Design spi_cmd_rx_flat, sky130hd; sources not shown.
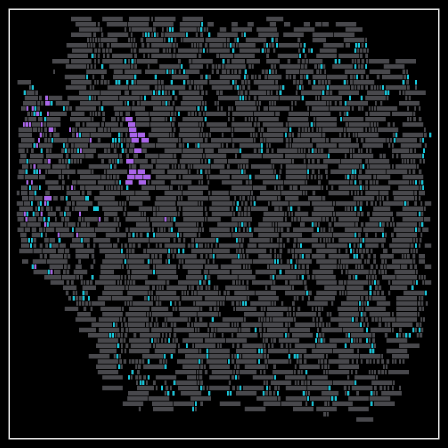
**Above:** gate-type map.
| colour | family | cells | most used |
|---|---|---|---|
| cyan | inv cells | 334 | inv_1 |
| purple | nor cells | 53 | nor2_1 |
Top cell excl fill/tap: nand2_1
Non-Filler Instances: 3,223
multi-input combinational area share: 22.32%

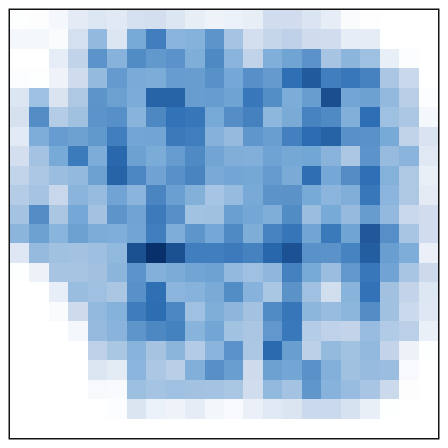
**Above:** signal metal coverage by tile.
The die is cut into 22 by 22 equal tiles; white is low, dark blue is high, scaled to the fullest tile. Values are wire area over tile area, all layers added.
nearly empty tiles: 15%
fullest tile: 0.58
densest ninth of the die: centre
overall fraction of global-route tracks in use: 25.32%
number of vias after detailed routing: 18.06k

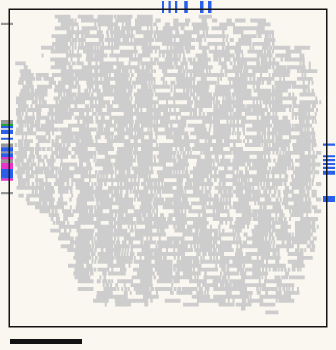
**Above:** pin map.
Bar = 50 microns. Pins as bars across the die edge, other pins in grey.
| colour | port | pins | direction | edge |
|---|---|---|---|---|
| magenta | fifo_level | 5 | output | west |
| green | overflow | 1 | output | west |
| blue | cmd_cmd_data | 32 | output | 13 west, 10 east, 9 north |
Buffers on Ports: 46
Die Y-Extent: 220.9 microns
horizontal die dimension: 220.9 microns

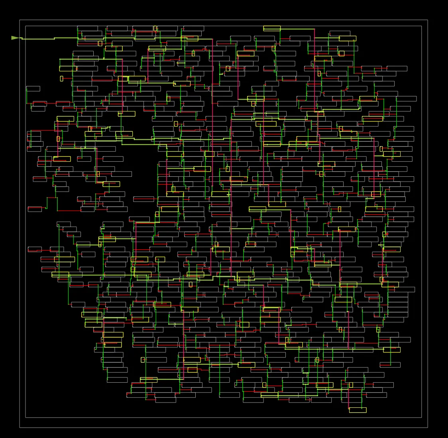
**Above:** clock wiring as the flow saved it.
worst clock skew: 0.01580 ns
clock buffers: 86
Clock Sink Count: 606
power in the clock group: 7.90 mW

==> impl_metrics.toml <==
# implementation run metrics
[run_status]
status = "completed"

[pwr]
powerDensity_mw_per_mm2 = 839.1
total_leakage_power_nw = 11.97
swShare_pct = 33.04
power.share.sequential_pct = 40.2
largest_pwr_group = "sequential cells"

[final_layout]
seq_share_pct = 59.04
final.signal_inverter_count = 334
total_number_of_multi_input_combinational_cells = 1450
final-comb-area_sq_mm = 0.006525
final.signal_buffer_count = 122
final_core_utilization_pct = 64.28
antenna_cells = 0

[final_timing]
slew_violations = 0
final.setup.tns_ns = 0
tightest_slew_ns = 1.069
setup_violations = 0

[logic_synthesis]
synth_warnings = 0
synth.cell_area_sq_mm = 0.02540
synth_chip_area_sq_mm = 0.02540
ys_sh_xor_pct = 0.3646
synthDominantAreaCellType = "edfxtp_1"
ys_seq_share_pct = 67.95
yosys-dominant-comb-family = "simple AND/OR/NAND/NOR gates"
fa_ha_area_share_pct = 0.7686

[drt]
wire_per_inst_microns = 19.59
routed-wl-met3_microns = 6122

[setup_path]
timing.critical_path.buf_inv = 3
critical_path_capture_point_type = "register"
cp-start-kind = "register"
worst_path_dominant_cell_family = "adder cells"
cp_slowest_stage_delay_ns = 0.42
worst-path-max-fanout = 3
ff2ff_setup_slack_ns = 0.37
path_depth = 14

[clock_tree]
clockBufferDepth = 3
clock_tree.root_cell = "clkbuf_16"
cts-htree-levels = 2
tritoncts.num_buffers = 59
tritoncts_clock_tree = "yes"
cts_hold_repair.buffers = 0
cts_repair_resize_count = 0

[placement]
pre_cts_slack_ns = -0.1335
place_inst = 3112

[global_routing]
groute.layer.met1.usage_pct = 33.82
grt_first_pass_wirelength_microns = 97680

[flow_run]
stage_log_warnings = 33

[floorplan]
rows = 78
fp_util_pct = 55.84
Power figures rest on the tool's default switching activity, not on a simulated workload.
